**Met1 routing**

(1 px per um) Supply wires on this layer in grey.
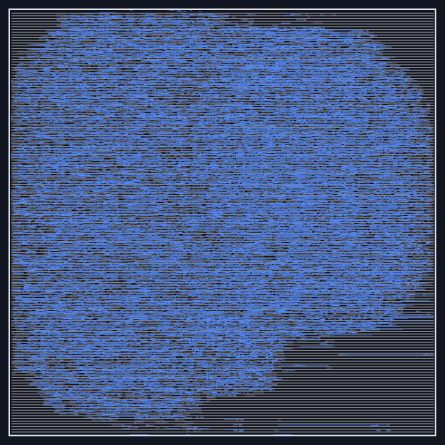
**Metal 2**

(1 px per um)
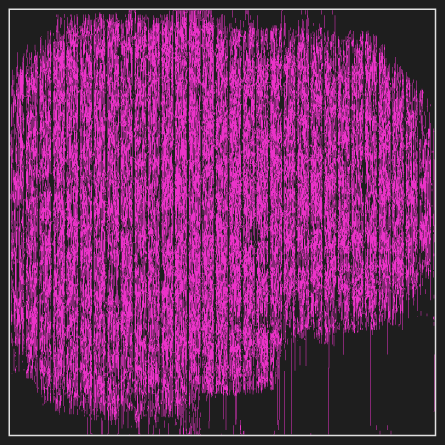
Design btb_tagged, sky130hd; sources not shown.
==> run_results.csv <==
group,metric,value,unit
route,dr.first_iter.drc_count,8885,
layout,layout.nets,6503,
pwr,power_frac_comb,12.4,%
pwr,power.switching,5.70,mW
yosys,ys_top_cells_by_area,"dfrtp_1 49%, mux2_2 16%, mux4_2 12%, mux2_4 6.1%, mux2i_1 5.5%",
worst_hold_path,min-delay-path-class,"in2async",
critical_path,worst_ep_required_time,10.07,ns
layout,fin_area,0.109,mm2
yosys,syn_nets,6628,
floorplanning,ios,135,
timing,drv_slew,2,
clocking,htreeDepth,4,
floorplanning,fp_util,55.6,%
grt,grt_max_degree,180,
clocking,postCtsHoldBufs,0,
grt,grt_pass1_wl,553,mm
critical_path,cp-end-kind,"flop",
critical_path,path_class,"in2reg",
yosys,synth.distinct_cells,65,
placement,place_congestion,0.887,
yosys,avgSynthCellArea,15.1,um2
placement,io_buffers,132,
layout,final_core_utilization,61.3,%
clocking,clk_latency,0.91,ns
clocking,cts_root_buffer,"clkbuf_16",
job,drv_cap,1,
critical_path,cp_max_fo,44,
timing,fmax,0.131,GHz
timing,relSlewSlack,-5.18,%
layout,largest_reg_flops,1024,
critical_path,reg2reg_slack,3.84,ns
yosys,yosysCellCount,6526,
timing,rsz0062_at_grt,"no",
yosys,synth_top_area_share,48.9,%
critical_path,critPathLaunchType,"input pin",
outcome,violations,"max-capacitance violations, max-slew violations",
yosys,common_cells,"1922 x dfrtp_1, 1403 x mux2_2, 538 x mux4_2, 536 x mux2i_1, 402 x mux2_4",
grt,antenna_found_initial,23,
yosys,yosys.stat.seqShare,49.8,%
grt,grt_pass1_vias,74500,
outcome,outcome,"finished with violations",
route,avgViaCountPerCell,7.60,
layout,fillers,15500,
yosys,synth.most_common_cell,"dfrtp_1",
Notes on 'met1 routing' above:
main direction: horizontal
wire length on this layer: 128 mm
share of all routed wire: 34%
nets with wire on the layer: 6314
longest straight run: 111 um
GR met1 Demand/Resource: 49.4%
WL final: 381 mm
via count: 67.9k

Notes on 'metal 2' above:
main direction: vertical
wire length on this layer: 175 mm
M2 GR Usage: 63.8%

[cell type report]
cell class	instances	area (um2)	area share (%)
flip-flops and latches	1954	48900	45.1
well taps	2340	2930	2.70
repair buffers	316	3090	2.84
inverters	47	181	0.167
clock inverters	73	1180	1.09
diodes	17	42.5	0.0392
multi-input cells	3881	46100	42.5
clock buffers	304	6010	5.54
[logic make-up after synthesis]
kind of cell               count (synthesis)  synth area share, %
AOI/OAI and AO/OA                        476                 3.25
xor gates and xnor gates                  56                0.499
adders and majority gates                  2               0.0229
buffers and inverters                    691                 3.66
DFF                                     1954                 49.8
muxes                                   2911                 40.4
and+or+nand+nor                          436                 2.41
[routing by layer]
metal	global-route usage, %	up-vias	part of all wire [%]
li1	-	24300	-
met1	49.4	35900	34
met2	63.8	5454	46
met3	13.4	2178	10
met4	37.6	30	9.9
met5	0	-	0.053
[power groups by stage]
stage	sequential [mW]	combinational [mW]	clock, mW
floorplan	9.39	1.64	0
global placement	9.47	2.28	0
detailed placement	9.59	2.43	0
CTS	9.53	2.55	8.75
global route	9.59	2.69	9.03
finish	9.57	2.60	8.75
[critical path, stage by stage]
cell and delay (ns):
clkdlybuf4s50_1 0.79, nand4bb_2 1.04, buf_4 0.59, o22ai_1 0.23, nor4_1 0.11, a21boi_0 0.65
o22ai_1 0.27, nor4_2 0.56, nand4_4 0.55, buf_4 0.53, nand2_2 0.57, buf_4 0.39
mux2_2 0.37
[cell usage in the layout, fill, tap and decap left out, types with 32 or more instances in the layout]
cell,netlist,final
clkbuf_16,0,203
a22oi_1,60,60
nor4_1,50,48
dfrtp_1,1922,1922
dfstp_2,32,32
nor2_1,84,60
mux2_1,32,32
buf_4,55,156
mux4_2,538,538
a21oi_1,50,50
clkbuf_8,0,55
mux2_4,402,402
nand2_1,94,86
clkbuf_1,271,46
mux2i_1,536,536
nand3_1,34,34
inv_1,47,46
a2bb2oi_1,33,33
o22ai_1,232,232
mux2_2,1403,1403
clkdlybuf4s50_1,0,123
Power and IR drop assume default switching activity.
